Figure 1. Nets reached from selected ports.
Scale: 3 px per micron.
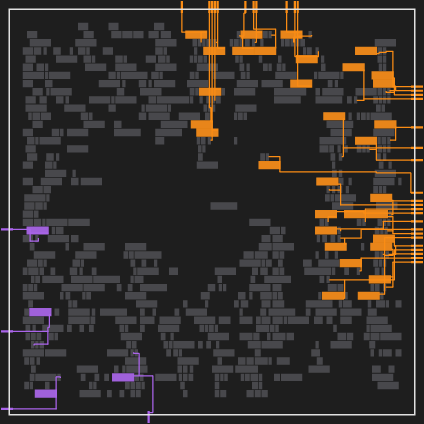
Figure 2. Local utilization.
Scale: 3 px per micron. The die is cut into 13 by 13 equal tiles; dark blue is low, red is high, 0 to 100% covered.
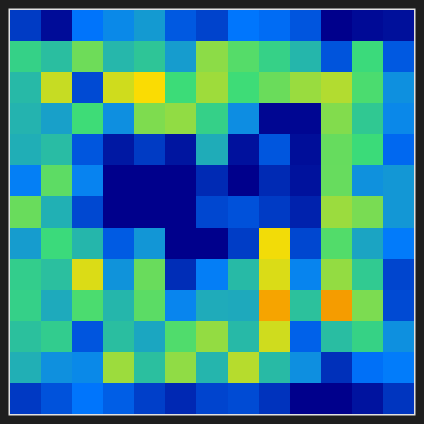
Figure 3. Drive-strength map.
Scale: 3 px per micron.
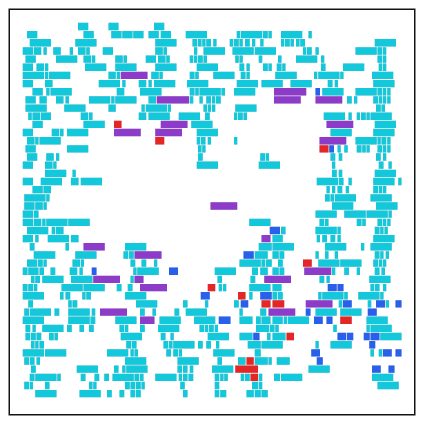
Figure 4. Metal 1.
Scale: 4 px per micron. Supply wires on this layer in gray.
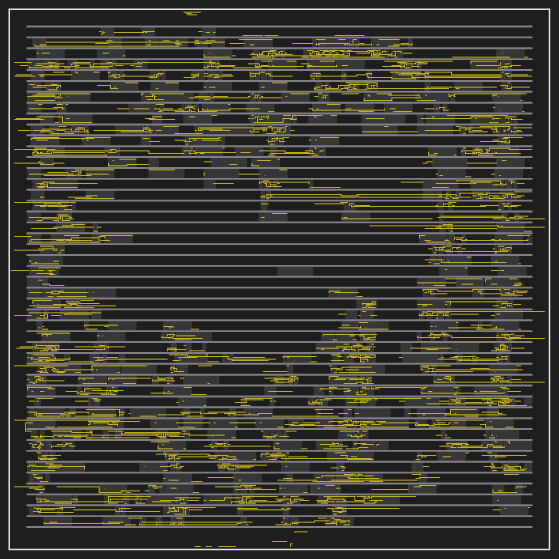
<file path="config.mk">
export PLATFORM = sky130hd
export DESIGN_NAME = imem_dmem_port_arbiter
export DESIGN_NICKNAME = d
export VERILOG_FILES = /design/src/rtl/imem_dmem_port_arbiter_pkg.sv /design/src/rtl/imem_dmem_port_arbiter_arb_lat_counter.sv /design/src/rtl/imem_dmem_port_arbiter.sv
export SDC_FILE = /design/constraint.sdc
export NUM_CORES = 1
export LEC_CHECK = 0
export ABC_AREA = 0
export CAP_MARGIN = 20
export CORE_MARGIN = 4
export CORE_UTILIZATION = 35
export DETAILED_ROUTE_END_ITERATION = 10
export DONT_BUFFER_PORTS = 1
export PLACE_DENSITY = 0.48
export SKIP_CTS_REPAIR_TIMING = 1
export SYNTH_ARGS = -nofsm -noshare
export SYNTH_HDL_FRONTEND = slang
export SYNTH_HIERARCHICAL = 1
export SYNTH_SLANG_ARGS = --single-unit
</file>
<file path="constraint.sdc">
create_clock -name clk -period 5.2 [get_ports clk]
set_input_delay 1.3 -clock clk [delete_from_list [all_inputs] [get_ports clk]]
set_output_delay 1.3 -clock clk [all_outputs]
set_load 0.02 [all_outputs]
</file>
<file path="src/rtl/imem_dmem_port_arbiter_pkg.sv">
`default_nettype none
// ============================================================================
// Module      : imem_dmem_port_arbiter_pkg
// Description : Shared types and constants for the I/D memory port arbiter.
// Revision    : 1.0 - initial release
// ============================================================================
package imem_dmem_port_arbiter_pkg;

    localparam int unsigned c_lat_cnt_w = 4;

    typedef enum logic [1:0] {
        ARB_IDLE  = 2'd0,
        ARB_GRANT = 2'd1,
        ARB_WAIT  = 2'd2,
        ARB_RESP  = 2'd3
    } arb_state_e;

    typedef enum logic {
        OWN_I = 1'b0,
        OWN_D = 1'b1
    } arb_owner_e;

endpackage
`default_nettype wire

</file>
<file path="src/rtl/imem_dmem_port_arbiter_arb_lat_counter.sv">
`default_nettype none
// ============================================================================
// Module      : arb_lat_counter
// Description : Loadable saturating 4-bit up-counter flagging count == RD_LAT.
// Revision    : 1.0 - initial release
// ============================================================================
module arb_lat_counter
    import imem_dmem_port_arbiter_pkg::*;
#(
    parameter int unsigned RD_LAT = 1
) (
    input  logic clk,
    input  logic rst,
    input  logic i_clr,
    input  logic i_load,
    input  logic i_en,
    output logic o_done
);

    localparam logic [c_lat_cnt_w-1:0] c_target = c_lat_cnt_w'(RD_LAT);
    localparam logic [c_lat_cnt_w-1:0] c_one    = c_lat_cnt_w'(1);

    logic [c_lat_cnt_w-1:0] r_count;

    // Saturates rather than wraps so a stuck enable can never fake a match.
    always_ff @(posedge clk) begin
        if (rst || i_clr) begin
            r_count <= '0;
        end else if (i_load) begin
            r_count <= c_one;
        end else if (i_en && (r_count != '1)) begin
            r_count <= r_count + c_one;
        end
    end

    assign o_done = (r_count == c_target);

endmodule
`default_nettype wire

</file>
<file path="src/rtl/imem_dmem_port_arbiter.sv">
`default_nettype none
// ============================================================================
// Module      : imem_dmem_port_arbiter
// Description : Shares one single-port memory between I-fetch refill and D
//               load/store; fixed D>I priority. Optional anti-starvation
//               guard enabled by defining ARB_STARVE_GUARD_EN.
// Revision    : 1.0 - initial release
// ============================================================================
module imem_dmem_port_arbiter
    import imem_dmem_port_arbiter_pkg::*;
#(
    parameter int unsigned ADDR_W     = 32,
    parameter int unsigned DATA_W     = 32,
    parameter int unsigned RD_LAT     = 1,
    parameter int unsigned STARVE_MAX = 4
) (
    input  logic                clk,
    input  logic                rst,
    input  logic                i_req,
    input  logic [ADDR_W-1:0]   i_addr,
    input  logic                i_flush,
    output logic                i_gnt,
    output logic                i_rvalid,
    output logic [DATA_W-1:0]   i_rdata,
    input  logic                d_req,
    input  logic                d_we,
    input  logic [ADDR_W-1:0]   d_addr,
    input  logic [DATA_W-1:0]   d_wdata,
    input  logic [DATA_W/8-1:0] d_be,
    output logic                d_gnt,
    output logic                d_rvalid,
    output logic [DATA_W-1:0]   d_rdata,
    output logic                d_wdone,
    output logic                mem_cs,
    output logic                mem_we,
    output logic [ADDR_W-1:0]   mem_addr,
    output logic [DATA_W-1:0]   mem_wdata,
    output logic [DATA_W/8-1:0] mem_be,
    input  logic [DATA_W-1:0]   mem_rdata,
    output logic                busy
);

    arb_state_e          r_state;
    arb_owner_e          r_owner;
    logic                r_we;
    logic [ADDR_W-1:0]   r_addr;
    logic [DATA_W-1:0]   r_wdata;
    logic [DATA_W/8-1:0] r_be;
    logic                r_drop;
    logic [DATA_W-1:0]   r_i_rdata;
    logic [DATA_W-1:0]   r_d_rdata;

    logic w_i_elig;
    logic w_starve_force;
    logic w_pick_d;
    logic w_pick_i;
    logic w_drop_next;
    logic w_lat_done;

    assign w_i_elig = i_req & ~i_flush;

`ifdef ARB_STARVE_GUARD_EN
    localparam logic [c_lat_cnt_w-1:0] c_starve_max = c_lat_cnt_w'(STARVE_MAX);
    logic [c_lat_cnt_w-1:0] r_starve;
    assign w_starve_force = (r_starve == c_starve_max) & w_i_elig;
`else
    assign w_starve_force = 1'b0;
`endif

    assign w_pick_d    = d_req & ~w_starve_force;
    assign w_pick_i    = w_i_elig & ~w_pick_d;
    // A flush in the final WAIT cycle must already gate the rdata capture.
    assign w_drop_next = r_drop | (i_flush & (r_owner == OWN_I));

    arb_lat_counter #(
        .RD_LAT (RD_LAT)
    ) u_lat_counter (
        .clk    (clk),
        .rst    (rst),
        .i_clr  ((r_state != ARB_GRANT) && (r_state != ARB_WAIT)),
        .i_load ((r_state == ARB_GRANT) && !r_we),
        .i_en   ((r_state == ARB_WAIT) && !w_lat_done),
        .o_done (w_lat_done)
    );

    always_ff @(posedge clk) begin
        if (rst) begin
            r_state   <= ARB_IDLE;
            r_owner   <= OWN_I;
            r_we      <= 1'b0;
            r_addr    <= '0;
            r_wdata   <= '0;
            r_be      <= '0;
            r_drop    <= 1'b0;
            r_i_rdata <= '0;
            r_d_rdata <= '0;
        end else begin
            case (r_state)
                ARB_IDLE: begin
                    r_drop <= 1'b0;
                    if (w_pick_d) begin
                        r_owner <= OWN_D;
                        r_we    <= d_we;
                        r_addr  <= d_addr;
                        r_wdata <= d_wdata;
                        r_be    <= d_be;
                        r_state <= ARB_GRANT;
                    end else if (w_pick_i) begin
                        r_owner <= OWN_I;
                        r_we    <= 1'b0;
                        r_addr  <= i_addr;
                        r_wdata <= '0;
                        r_be    <= '0;
                        r_state <= ARB_GRANT;
                    end
                end
                ARB_GRANT: begin
                    r_drop  <= w_drop_next;
                    r_state <= r_we ? ARB_RESP : ARB_WAIT;
                end
                ARB_WAIT: begin
                    r_drop <= w_drop_next;
                    if (w_lat_done) begin
                        if (r_owner == OWN_D) begin
                            r_d_rdata <= mem_rdata;
                        end else if (!w_drop_next) begin
                            r_i_rdata <= mem_rdata;
                        end
                        r_state <= ARB_RESP;
                    end
                end
                ARB_RESP: begin
                    r_drop  <= 1'b0;
                    r_state <= ARB_IDLE;
                end
                default: r_state <= ARB_IDLE;
            endcase
        end
    end

`ifdef ARB_STARVE_GUARD_EN
    always_ff @(posedge clk) begin
        if (rst) begin
            r_starve <= '0;
        end else if (r_state == ARB_GRANT) begin
            if (r_owner == OWN_I) begin
                r_starve <= '0;
            end else if (i_req && (r_starve != '1)) begin
                r_starve <= r_starve + 1'b1;
            end
        end else if ((r_state == ARB_IDLE) && !i_req) begin
            r_starve <= '0;
        end
    end
`endif

    assign busy      = (r_state != ARB_IDLE);
    assign mem_cs    = (r_state == ARB_GRANT);
    assign mem_we    = mem_cs & r_we;
    assign mem_addr  = r_addr;
    assign mem_wdata = r_wdata;
    assign mem_be    = r_be;
    assign i_gnt     = mem_cs & (r_owner == OWN_I);
    assign d_gnt     = mem_cs & (r_owner == OWN_D);
    assign i_rvalid  = (r_state == ARB_RESP) & (r_owner == OWN_I) & ~r_drop;
    assign d_rvalid  = (r_state == ARB_RESP) & (r_owner == OWN_D) & ~r_we;
    assign d_wdone   = (r_state == ARB_RESP) & (r_owner == OWN_D) & r_we;
    assign i_rdata   = r_i_rdata;
    assign d_rdata   = r_d_rdata;

endmodule
`default_nettype wire

</file>
==> impl_summary.log <==
[report] extracting results
[metrics] outcome: completed
[metrics] xor/xnor share of the synthesized area: 0%
[metrics] power share of the sequential group: 45.7%
[metrics] Combinational Power Share: 18.6%
[metrics] primary flip-flop cell chosen by synthesis mapping: sky130_fd_sc_hd__dfxtp_1
[metrics] top library cells by usage in the layout, fill and taps aside: sky130_fd_sc_hd__nand2_1, sky130_fd_sc_hd__dfxtp_1, sky130_fd_sc_hd__a21oi_1, sky130_fd_sc_hd__nand3_1, sky130_fd_sc_hd__nor2_1
[metrics] net switching share of the total power: 34.4%
[metrics] clk slew on worst S/H paths: 0.06 ns
[metrics] final-report setup violation count: 0
[metrics] Slew Viols, Final: 0
[metrics] slack of the worst reg-to-reg path: 2.88 ns
[metrics] worst skew pair latency: 0.41 ns
[metrics] Worst Hold End: r_we$_SDFFE_PP0P_
[metrics] vias in the first global route: 4,326
[metrics] sequential power: 1510 uW
[metrics] highest cell delay on the worst timing path: 0.39 ns
[metrics] total non-filler cell area in the finished layout: 6240 sq um
[metrics] ANT nets after route: 0
[metrics] flop and latch count out of synthesis: 141
[metrics] max-capacitance violation count: 0
[metrics] nets: 774
[metrics] ranking of synthesized cells by instance count: sky130_fd_sc_hd__nand2_1, sky130_fd_sc_hd__dfxtp_1, sky130_fd_sc_hd__a21oi_1, sky130_fd_sc_hd__nand3_1, sky130_fd_sc_hd__nor2_1
[metrics] number of instances in the synthesized netlist: 656
[metrics] master of the slowest instance on the critical path: sky130_fd_sc_hd__buf_4
[metrics] path type of the worst setup path: reg -> out
[metrics] maximum number of pins on one net before global-route repair: 140
[metrics] cell count listed in synth_stat.txt: 656
[metrics] share of power burned in the clock network: 35.7%
[metrics] aoi/oai-family share of the synthesized area: 15.3%
[metrics] ordered cell list for the critical path: inv_1 -> ha_1 -> buf_4 -> inv_1
[metrics] Layout Utilization: 39.5%
[metrics] first-pass GRT wire length: 23,200 microns
[metrics] Commonest Layout Cell: sky130_fd_sc_hd__nand2_1
[metrics] Max Clock Skew: 0.00879 ns
[metrics] post-synthesis average cell area: 8.56 sq um
[metrics] Max Fanout on Critical Path: 42
[metrics] Worst Hold Depth: 2
[metrics] number of buffers and inverters on the critical path: 3
[metrics] worst hold path class: reg -> reg
[metrics] peak supply drop: 0.000201 V
[metrics] Via-to-Cell Ratio: 5.17
[metrics] worst setup path startpoint: r_state[0]$_SDFFE_PP0P_
[metrics] most common cell in the synthesized netlist: sky130_fd_sc_hd__nand2_1
[metrics] final count of hold timing violations: 0
[metrics] clock distribution area overhead in the final layout: 9.28%
[metrics] total placed instance area: 5650 sq um
[metrics] WP depth: 4
[metrics] area of all sequential standard cells: 2820 sq um
## Picture notes: Figure 1
[orange] d_rdata | bits: 32 | direction: output | edge: 21 right, 11 top | end cells: 32 | buffers: 0 | wire: 798 microns
[purple] mem_be | bits: 4 | direction: output | edge: 3 left, 1 bottom | end cells: 4 | buffers: 0 | wire: 105 microns

## Picture notes: Figure 2
tiles over 75% full: 1.2%
fullest tile: 82%
mean over tiles: 33%

## Picture notes: Figure 3
[red] _3 and _4 cells | cells: 13
[purple] _6 and larger | cells: 23
[cyan] _0 and _1 cells | cells: 572
[blue] _2 cells | cells: 31

## Picture notes: Figure 4
main direction: horizontal
share of all routed wire: 37%
met1 usage: 18.2%
routed wire length: 15,300 microns
via count: 4,420

-- state kept, by name (all words and copies together) (netlist names) --
| signal | count |
|---|---|
| i_rdata | 32 |
| mem_be | 4 |
| r_we | 1 |
| d_rdata | 32 |
| mem_wdata | 32 |
| mem_addr | 32 |
| u_lat_counter/r_count | 4 |
| r_owner | 1 |
| r_state | 2 |
| r_drop | 1 |
-- layer usage --
metal  share of wire, %  vias to the layer above  global-route usage, %
met5                  0                        -                      0
met1                 37                     2020                   18.2
met2                 50                      230                   27.3
met4                1.3                        0                   5.37
met3                 12                       15                   7.19
li1                   -                     2155                      -
-- through the flow --
step,cells,worst slack [ns],hold WS [ns]
finish,855,2.16,0.530
global route,855,2.02,0.556
CTS,854,2.13,0.528
detailed placement,823,2.21,0.519
global placement,823,2.29,0.508
floorplan,656,2.78,0.462
No activity file was given, so power comes from the tool's default toggle rates.
